$ cat src/rtl/seg7_pkg.sv
// Shared types and helpers for the multiplexed 7-segment scan controller.
package seg7_pkg;

   typedef enum logic [1:0] {IDLE, SHOW, GUARD} state_t;

   localparam int         NIBBLE_W       = 4;
   localparam int         MAX_DIGITS     = 16;
   localparam logic [4:0] SEG_BLANK_CODE = 5'h10;

   // Bit i set when digits i..num_digits-1 are all zero; digit 0 is never blanked.
   function automatic logic [MAX_DIGITS-1:0] lz_mask(
      input logic [NIBBLE_W*MAX_DIGITS-1:0] value,
      input int                             num_digits
   );
      logic all_zero;
      all_zero = 1'b1;
      lz_mask  = '0;
      for (int i = MAX_DIGITS - 1; i >= 1; i--) begin
         if (i < num_digits) begin
            all_zero   = all_zero & (value[i*NIBBLE_W +: NIBBLE_W] == '0);
            lz_mask[i] = all_zero;
         end
      end
   endfunction

endpackage

$ cat src/rtl/hex_display.sv
// Hex-to-7-segment decoder (abcdefg, MSB = a, active-high); codes >= 5'h10 are dark.
module hex_display (
   input  logic [4:0] src,
   output logic [6:0] seg
);

   always_comb begin
      seg = 7'b0000000;
      case (src)
         5'h00: seg = 7'b1111110;
         5'h01: seg = 7'b0110000;
         5'h02: seg = 7'b1101101;
         5'h03: seg = 7'b1111001;
         5'h04: seg = 7'b0110011;
         5'h05: seg = 7'b1011011;
         5'h06: seg = 7'b1011111;
         5'h07: seg = 7'b1110000;
         5'h08: seg = 7'b1111111;
         5'h09: seg = 7'b1111011;
         5'h0A: seg = 7'b1110111;
         5'h0B: seg = 7'b0011111;
         5'h0C: seg = 7'b1001110;
         5'h0D: seg = 7'b0111101;
         5'h0E: seg = 7'b1001111;
         5'h0F: seg = 7'b1000111;
         default: seg = 7'b0000000;
      endcase
   end

endmodule

$ cat src/rtl/seg7_scan_controller.sv
// Time-multiplexed scan of an N-digit hex value with guard slots, leading-zero
// blanking and a one-deep pending buffer swapped in only at frame boundaries.
module seg7_scan_controller
   import seg7_pkg::*;
#(
   parameter int NUM_DIGITS   = 8,
   parameter int PRESCALE     = 50000,
   parameter int BLANK_CYCLES = 16
) (
   input  logic                           clk,
   input  logic                           rst,
   input  logic                           enable,
   input  logic                           lz_blank_en,
   input  logic [NIBBLE_W*NUM_DIGITS-1:0] in_value,
   input  logic                           in_valid,
   output logic                           in_ready,
   output logic [NUM_DIGITS-1:0]          digit_en,
   output logic [6:0]                     segment,
   output logic                           frame_done
);

   localparam int VAL_W   = NIBBLE_W * NUM_DIGITS;
   localparam int EXT_W   = NIBBLE_W * MAX_DIGITS;
   localparam int IDX_W   = $clog2(NUM_DIGITS);
   localparam int MASK_IW = $clog2(MAX_DIGITS);
   localparam int CNT_MAX = (PRESCALE > BLANK_CYCLES) ? PRESCALE : BLANK_CYCLES;
   localparam int CNT_W   = $clog2(CNT_MAX);

   state_t                  state, state_n;
   logic [CNT_W-1:0]        presc, presc_n;
   logic [IDX_W-1:0]        idx, idx_n;
   logic [VAL_W-1:0]        display, display_n, pending;
   logic                    pending_full, lz_q, lz_n;
   logic                    wrap, xfer, accept, blank;
   logic [NIBBLE_W-1:0]     nibble;
   logic [MAX_DIGITS-1:0]   mask;
   logic [4:0]              src;
   logic [6:0]              seg_dec;

   assign in_ready = !pending_full;
   assign accept   = in_valid && !pending_full;

   always_comb begin
      state_n = state;
      presc_n = presc;
      idx_n   = idx;
      wrap    = 1'b0;
      if (!enable) begin
         state_n = IDLE;
         presc_n = '0;
         idx_n   = '0;
      end else begin
         case (state)
            IDLE: begin
               state_n = SHOW;
               presc_n = '0;
               idx_n   = '0;
            end
            SHOW: begin
               if (presc == CNT_W'(PRESCALE - 1)) begin
                  state_n = GUARD;
                  presc_n = '0;
               end else begin
                  presc_n = presc + 1'b1;
               end
            end
            GUARD: begin
               if (presc == CNT_W'(BLANK_CYCLES - 1)) begin
                  state_n = SHOW;
                  presc_n = '0;
                  if (idx == IDX_W'(NUM_DIGITS - 1)) begin
                     idx_n = '0;
                     wrap  = 1'b1;
                  end else begin
                     idx_n = idx + 1'b1;
                  end
               end else begin
                  presc_n = presc + 1'b1;
               end
            end
            default: begin
               state_n = IDLE;
               presc_n = '0;
               idx_n   = '0;
            end
         endcase
      end
   end

   // Outputs are decoded from next-cycle values so that the registered
   // digit_en and segment update together with the state they describe.
   assign xfer      = pending_full && ((state == IDLE) || wrap);
   assign display_n = xfer ? pending : display;
   assign lz_n      = (state_n == SHOW && state != SHOW) ? lz_blank_en : lz_q;
   assign mask      = lz_mask(EXT_W'(display_n), NUM_DIGITS);
   assign nibble    = display_n[int'(idx_n)*NIBBLE_W +: NIBBLE_W];
   assign blank     = lz_n && mask[MASK_IW'(idx_n)];
   assign src       = blank ? SEG_BLANK_CODE : {1'b0, nibble};

   hex_display u_hex_display (
      .src (src),
      .seg (seg_dec)
   );

   always_ff @(posedge clk or posedge rst) begin
      if (rst) begin
         state        <= IDLE;
         presc        <= '0;
         idx          <= '0;
         display      <= '0;
         pending      <= '0;
         pending_full <= 1'b0;
         lz_q         <= 1'b0;
         digit_en     <= '0;
         segment      <= '0;
         frame_done   <= 1'b0;
      end else begin
         state      <= state_n;
         presc      <= presc_n;
         idx        <= idx_n;
         display    <= display_n;
         lz_q       <= lz_n;
         frame_done <= wrap;
         if (accept) begin
            pending      <= in_value;
            pending_full <= 1'b1;
         end else if (xfer) begin
            pending_full <= 1'b0;
         end
         if (state_n == SHOW) begin
            digit_en <= NUM_DIGITS'(1) << idx_n;
            segment  <= seg_dec;
         end else begin
            digit_en <= '0;
            segment  <= '0;
         end
      end
   end

endmodule
$ cat config.mk
export PLATFORM = sky130hd
export DESIGN_NAME = seg7_scan_controller
export DESIGN_NICKNAME = d
export VERILOG_FILES = /design/src/rtl/seg7_pkg.sv /design/src/rtl/hex_display.sv /design/src/rtl/seg7_scan_controller.sv
export SDC_FILE = /design/constraint.sdc
export NUM_CORES = 1
export LEC_CHECK = 0
export ABC_AREA = 1
export CAP_MARGIN = 20
export CORE_UTILIZATION = 55
export CTS_BUF_LIST = sky130_fd_sc_hd__clkbuf_2
export DETAILED_ROUTE_END_ITERATION = 10
export PLACE_DENSITY = 0.78
export SYNTH_ARGS = -nofsm -noshare
export SYNTH_HDL_FRONTEND = slang
export SYNTH_SLANG_ARGS = --single-unit
$ cat constraint.sdc
create_clock -name clk -period 7.7 [get_ports clk]
set_input_delay 1.54 -clock clk [delete_from_list [all_inputs] [get_ports clk]]
set_output_delay 1.54 -clock clk [all_outputs]
set_load 0.1 [all_outputs]
==> reports/summary.txt, run 1 <==
status: completed
slew margin rel.: 35.0%
I/O pins: 54
Setup Fix Bufs, Post-CTS: 0
Root Buffer: clkbuf_2
RSZ-0062 raised after global routing: false
GRT Total Usage: 23.1%
R2R setup slack: 4.25 ns
YS chip area: 0.00522 mm²
post-route non-filler standard cell count: 783
tool warnings: 34
H-tree levels: 3
Via Count: 4019
met2 routed WL: 4950 µm
placed insts: 768
ys cells: 616
global-route wire length before repair: 18100 µm
Comb pwr share: 33.1%
leakage: 2.97 nW
Final Cell Area: 0.00590 mm²
ys async rst share: 100%
Top Layout Cells: nand2_1 (155), dfrtp_1 (103), nor2_1 (91)
switching part of the total: 38.3%
setup TNS: 0 ns
clk buf depth: 2
Top Consumer: sequential cells
slowest CP cell: clkdlybuf4s50_1
mean cell area of the mapped netlist: 8.47 µm²
# Taps: 111
worst vdd ir: 0.130 mV
DP Worst Slack: 3.12 ns
Top logic family: simple AND/OR/NAND/NOR gates
Adder Share, Synth: 3.12%
Top Registers: display x32, pending x32, presc x16
met2 Usage GRT: 38.8%
1st-iter DRT viols: 175
nonclk buf count: 55
type of origin of the critical path: flip-flop
Post-Syn Instances: 616
Pre-antenna DRT Iters: 4
GRT busiest layer: met2
Clock buf/inv share: 1.44%
Final nets: 718
portion of netlist area occupied by mux cells: 5.18%
Crit. Startpoint: pending_full
CP bufs+invs: 2
power per standard cell area: 230 mW/mm²
Layout Utilization: 64.1%
vias per inst: 5.13
reg2reg end: segment[6]
share of cells above drive strength 1: 12.6%
post_cts resized: 0
clock sinks: 103
Unique cell types: 39
Synth area leaders: dfrtp_1 (49%), nand2_1 (11%), nor2_1 (6.5%)
placed cell area: 0.00581 mm²
NetSw: 0.520 mW
metal1 wirelength: 5010 µm
gpl congestion: 0.928
WL/cell: 13.3 µm
Hold Startpoint: presc[0]
crit path cell chain: inv_1, clkdlybuf4s50_1
Worst Hold Class: reg -> reg
Clock transition at path regs: 0.26 ns
CP max FO: 23
Top delay family on crit path: buffers and inverters
dominant kind of cell: sequential cells
R2R Path Start: state[0]
Achievable Freq: 0.236 GHz
Core ar.: 0.00920 mm²
Logic cell area: 0.00226 mm²
WL met3: 254 µm
crit path DRT: 6.16 ns
Rows: 35
GR Util met1: 30.9%
setup ws final: 3.46 ns
hold_ws: 0.490 ns
grt total ovfl: 0
clk_skew: 0.0322 ns
largest net degree at the start of global routing: 61
number of diodes: 0
final wirelength: 10400 µm
ys flop type: dfrtp_1
XOR/XNOR Area Share: 1.01%
Post-DRT Antenna Nets: 0
Critical Path Sink: in_ready
vias in the first global route: 4027
Top-area cell share: 49.4%
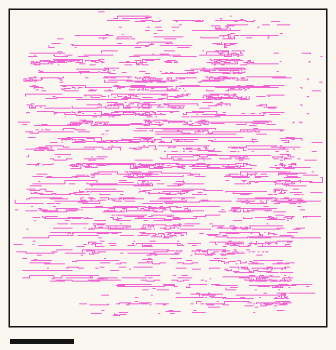
*The metal 1 layer, run 1*
Bar = 20 µm.
- share of all routed wire: 48%
- wire length on this layer: 5010 µm
- main direction: horizontal
- longest straight run: 29.4 µm
- nets with wire on the layer: 647

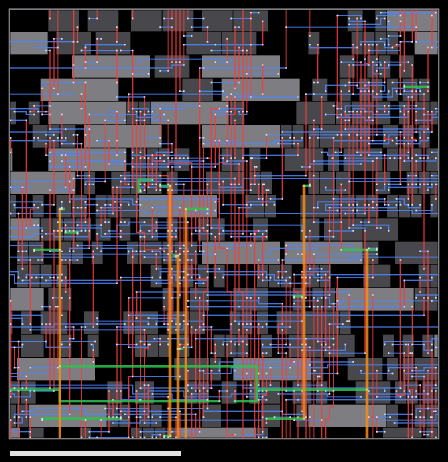
*A small window of the routed layout, run 1*
Bar = 20 µm. Window x 25 to 75, y 45 to 95 µm. Cells in grey, sequential cells in the stronger grey; small squares are vias.
- metal 4: orange
- metal 2: red
- metal 3: green
- metal 1: blue
- cells with their middle in the window: 231
- most frequent: nand2_1 (82), nor2_1 (30)
- sequential cells in the window: 19
- netlist names of flops here include: display (12), pending (4), idx (2)

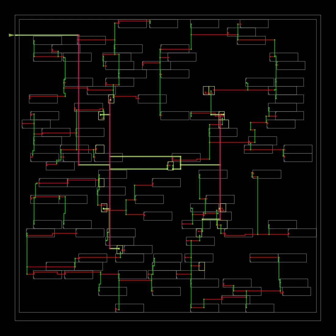
*Clock wiring as the flow saved it, run 1*
later-pin clock latency in the skew report: 0.55 ns
clk pwr: 0.219 mW

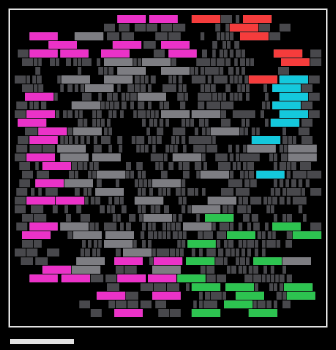
*Sequential cells grouped by signal name, run 1*
Bar = 20 µm.
- presc: green (placed flops 16)
- pending: magenta (placed flops 32)
- digit_en: cyan (placed flops 8)
- segment: red (placed flops 7; where top right)

### I/O pins on the die edge, run 1

Bar = 20 µm. Pins as bars across the die edge, other pins in grey.
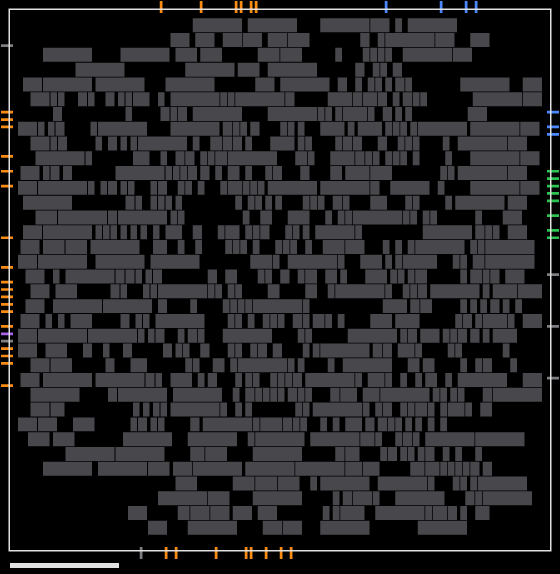

==> run 1 -> run 2 <==
--- a/config.mk
+++ b/config.mk
@@ -7,7 +7,7 @@
 export LEC_CHECK = 0
 export ABC_AREA = 1
 export CAP_MARGIN = 20
-export CORE_UTILIZATION = 55
+export CORE_UTILIZATION = 53
 export CTS_BUF_LIST = sky130_fd_sc_hd__clkbuf_2
 export DETAILED_ROUTE_END_ITERATION = 10
 export PLACE_DENSITY = 0.78
==> constraint.sdc (replaced) <==
create_clock -name clk -period 3.7 [get_ports clk]
set_input_delay 0.74 -clock clk [delete_from_list [all_inputs] [get_ports clk]]
set_output_delay 0.74 -clock clk [all_outputs]
set_load 0.1 [all_outputs]
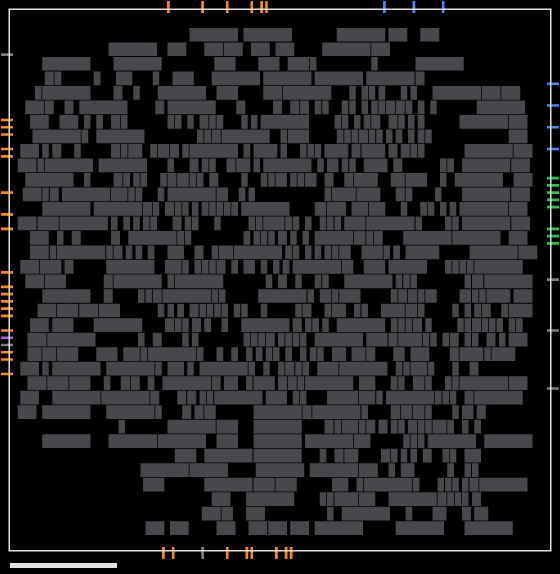
*I/O pins on the die edge, run 2*
Bar = 20 µm. Pins as bars across the die edge, other pins in grey.
- in_value: orange (pins 32; direction input; edge 18 left, 8 bottom, 6 top)
- segment: blue (pins 7; direction output; edge 4 right, 3 top)
- in_ready: purple (pins 1; direction output; edge left)
- digit_en: green (pins 8; direction output; edge right)
- all pins by edge: 21 left, 15 right, 9 top, 9 bottom

==> run 2 against run 1 <==
  * Power grew 110%
  * Largest cell class unchanged
  * Setup slack lost 2.9 ns
  * Clock-buffer cell count shrank 1
  * Global-route usage grew 0.22 points
  * Register-to-register slack lost 3.7 ns
  * Clock power grew 140%
  * Hold slack gained 0.00086 ns
  * Via count grew 3.2%
  * Wire length grew 1.5%
==> reports/summary.txt, run 2 <==
Unique cell types: 39
ys async rst share: 100%
YS chip area: 0.00522 mm²
Final nets: 722
Top delay family on crit path: simple AND/OR/NAND/NOR gates
status: completed
clk buf depth: 2
slew margin rel.: 35.2%
nonclk buf count: 59
Top Consumer: sequential cells
vias in the first global route: 4148
Top Layout Cells: nand2_1 (155), dfrtp_1 (103), nor2_1 (91)
grt total ovfl: 0
placed cell area: 0.00588 mm²
Top logic family: simple AND/OR/NAND/NOR gates
Tcrit/Tclk final: 85.8%
ys cells: 616
Root Buffer: clkbuf_2
GRT Total Usage: 23.3%
number of diodes: 0
Achievable Freq: 0.315 GHz
mean cell area of the mapped netlist: 8.47 µm²
DP Worst Slack: 0.216 ns
power per standard cell area: 485 mW/mm²
WL met3: 470 µm
vias per inst: 5.15
clk pwr: 0.521 mW
clk_skew: 0.0454 ns
Pre-antenna DRT Iters: 6
# Taps: 129
R2R setup slack: 0.52 ns
hold_ws: 0.491 ns
gpl congestion: 0.895
Clock transition at path regs: 0.29 ns
portion of netlist area occupied by mux cells: 5.18%
post_cts resized: 0
1st-iter DRT viols: 245
Core ar.: 0.00937 mm²
dominant kind of cell: sequential cells
H-tree levels: 3
clock sinks: 103
later-pin clock latency in the skew report: 0.59 ns
CP max FO: 37
ys flop type: dfrtp_1
Logic cell area: 0.00226 mm²
GR Util met1: 30.9%
WL/cell: 13.2 µm
XOR/XNOR Area Share: 1.01%
Comb pwr share: 33.1%
reg2reg end: segment[6]
type of origin of the critical path: flip-flop
Post-DRT Antenna Nets: 0
I/O pins: 54
setup ws final: 0.525 ns
final wirelength: 10600 µm
leakage: 3.01 nW
Top Registers: display x32, pending x32, presc x16
Hold Violations, Final: 0
Top-area cell share: 49.4%
setup TNS: 0 ns
Via Count: 4148
worst vdd ir: 0.330 mV
Setup Fix Bufs, Post-CTS: 0
Post-Syn Instances: 616
share of cells above drive strength 1: 13.4%
Clock buf/inv share: 1.84%
slowest CP cell: dfrtp_1
largest net degree at the start of global routing: 59
NetSw: 1.14 mW
post-route non-filler standard cell count: 806
crit path cell chain: inv_1, ha_1, nand2_1, nor2_1, nand3_2, nand2_4, nand2_4, nand2_1, nand2_1, nor2_1, nor2_1, nand2_1, nor2_1, nor2_2, inv_1, ha_1, nand3_1, nand2_1, nand2_1, nand2_1, nor2_1
Final Cell Area: 0.00599 mm²
crit path DRT: 4.24 ns
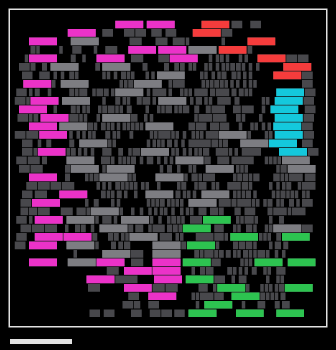
*Sequential cells grouped by signal name, run 2*
Bar = 20 µm.
- pending: magenta (placed flops 32)
- digit_en: cyan (placed flops 8)
- presc: green (placed flops 16)
- segment: red (placed flops 7; where top right)
Seq/total area: 43.1%
total area of sequential cells: 0.00258 mm²
Layout Utilization: 63.9%
Seq group: 1.42 mW

==> run 2 -> run 3 <==
--- a/config.mk
+++ b/config.mk
@@ -9,8 +9,10 @@
 export CAP_MARGIN = 20
 export CORE_UTILIZATION = 53
 export CTS_BUF_LIST = sky130_fd_sc_hd__clkbuf_2
+export CTS_CLUSTER_SIZE = 40
 export DETAILED_ROUTE_END_ITERATION = 10
 export PLACE_DENSITY = 0.78
+export SKIP_LAST_GASP = 1
 export SYNTH_ARGS = -nofsm -noshare
 export SYNTH_HDL_FRONTEND = slang
 export SYNTH_SLANG_ARGS = --single-unit
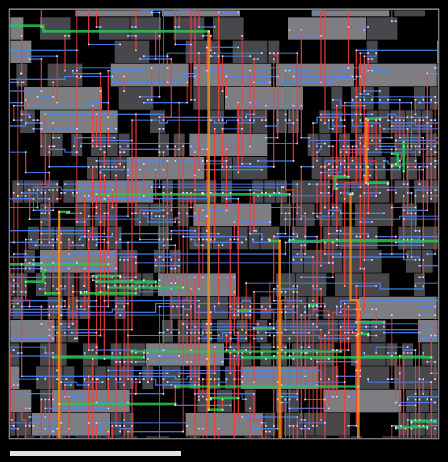
*A small window of the routed layout, run 3*
Bar = 20 µm. Window x 26 to 76, y 46 to 96 µm. Cells in grey, sequential cells in the stronger grey; small squares are vias.
- metal 2: red
- metal 1: blue
- metal 3: green
- metal 4: orange
- sequential cells in the window: 22
- netlist names of flops here include: display (14), pending (4), idx (2)
- cells with their middle in the window: 234
- most frequent: nand2_1 (76), nor2_1 (31), nand3_1 (23)

==> run 3 against run 2 <==
  * Clock-buffer cell count stayed put
  * Fmax stayed put
  * Final cell count stayed put
  * Core utilization stayed put
  * Setup slack stayed put
  * Largest cell class unchanged
  * Largest power group unchanged
==> reports/summary.txt, run 3 <==
Seq/total area: 43.1%
DP Worst Slack: 0.216 ns
Hold Path Depth: 1
P_comb: 0.960 mW
slowest CP cell: dfrtp_1
Crit path top cell by count: nand2_1
Top-area cell share: 49.4%
most numerous logic cell after layout: nand2_1
Rows: 35
vias in the first global route: 4148
Hold Startpoint: presc[0]
Compound Share, Synth: 4.37%
clk pwr: 0.521 mW
I/O pins: 54
slew margin rel.: 35.2%
CP max FO: 37
gpl congestion: 0.895
WL met3: 470 µm
Worst Path Arrival: 3.72 ns
cts bufs inserted: 9
Setup Fix Bufs, Post-CTS: 0
switching part of the total: 39.2%
Layout Utilization: 63.9%
top cells by count: nand2_1 (155), dfrtp_1 (103), nor2_1 (91), inv_1 (67), nand3_1 (49)
final wirelength: 10600 µm
met3 Use GR: 3.17%
total area of sequential cells: 0.00258 mm²
Hold Violations, Final: 0
Clock Power Share: 17.9%
largest net degree at the start of global routing: 59
XOR/XNOR Area Share: 1.01%
Final nets: 722
Synth Register Bits: 103
reg2reg end: segment[6]
Unique cell types: 39
clk_skew: 0.0454 ns
Final Critical Period: 3.18 ns
post-route non-filler standard cell count: 806
cell type with the largest total area: dfrtp_1
met2 Usage GRT: 39.4%
NetSw: 1.14 mW
tool warnings: 34
worst vdd ir: 0.330 mV
clock sinks: 103
metal1 wirelength: 4770 µm
number of diodes: 0
Crit. Startpoint: state[0]
dominant kind of cell: sequential cells
ys flop type: dfrtp_1
Top Consumer: sequential cells
portion of netlist area occupied by mux cells: 5.18%
Via Count: 4148
vias per inst: 5.15
Clock buf/inv share: 1.84%
Die ar.: 0.0102 mm²
Clock transition at path regs: 0.29 ns
Tcrit/Tclk final: 85.8%
Post-synth EDFFs: 0
post_cts resized: 0
Die Width: 101 µm
DPL Wire Length: 7710 µm
Critical Path Sink: segment[6]
ys async rst share: 100%
clock buffer count: 9
Post-Syn Instances: 616
R2R Path Start: state[0]
fillers: 835
Top Registers: display x32, pending x32, presc x16
later-pin clock latency in the skew report: 0.59 ns
nonclk buf count: 59
hold_ws: 0.491 ns
power per standard cell area: 485 mW/mm²
1st-iter DRT viols: 245
Seq group: 1.42 mW
cts hold-fix bufs: 0
H-tree levels: 3
leakage: 3.01 nW
Core ar.: 0.00937 mm²
R2R setup slack: 0.52 ns
crit path cell chain: inv_1, ha_1, nand2_1, nor2_1, nand3_2, nand2_4, nand2_4, nand2_1, nand2_1, nor2_1, nor2_1, nand2_1, nor2_1, nor2_2, inv_1, ha_1, nand3_1, nand2_1, nand2_1, nand2_1, nor2_1
Hold Path End: presc[0]
GRT Total Usage: 23.3%
Top logic family: simple AND/OR/NAND/NOR gates
Synth area leaders: dfrtp_1 (49%), nand2_1 (11%), nor2_1 (6.5%)
Top Layout Cells: nand2_1 (155), dfrtp_1 (103), nor2_1 (91)
worst slew pin tran: 0.969 ns
Logic cell area: 0.00226 mm²
Post-DRT Antenna Nets: 0
ys cells: 616
crit path DRT: 4.24 ns
Max Slew Vio Count: 0
Comb pwr share: 33.1%
Pre-antenna DRT Iters: 6
YS chip area: 0.00522 mm²
global-route wire length before repair: 18600 µm
mean cell area of the mapped netlist: 8.47 µm²
Top delay family on crit path: simple AND/OR/NAND/NOR gates
clk buf depth: 2
RSZ-0062 raised after global routing: false
CP endpoint kind: flip-flop
# Taps: 129
status: completed
CP bufs+invs: 2
Final Cell Area: 0.00599 mm²
GRT busiest layer: met2
most frequent cell after synthesis: nand2_1
placed cell area: 0.00588 mm²
setup ws final: 0.525 ns
share of cells above drive strength 1: 13.4%
GR Util met1: 30.9%
Achievable Freq: 0.315 GHz
Chip Height: 101 µm
type of origin of the critical path: flip-flop
setup TNS: 0 ns
grt total ovfl: 0
inverters: 77
Adder Share, Synth: 3.12%
Worst Hold Class: reg -> reg
met2 routed WL: 5180 µm
WL/cell: 13.2 µm
Internal: 1.77 mW
placed insts: 790
Root Buffer: clkbuf_2
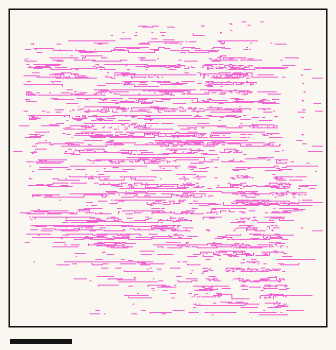
*The metal 1 layer, run 3*
Bar = 20 µm.
- share of all routed wire: 45%
- longest straight run: 28.5 µm
- main direction: horizontal

Power and IR drop assume default switching activity.
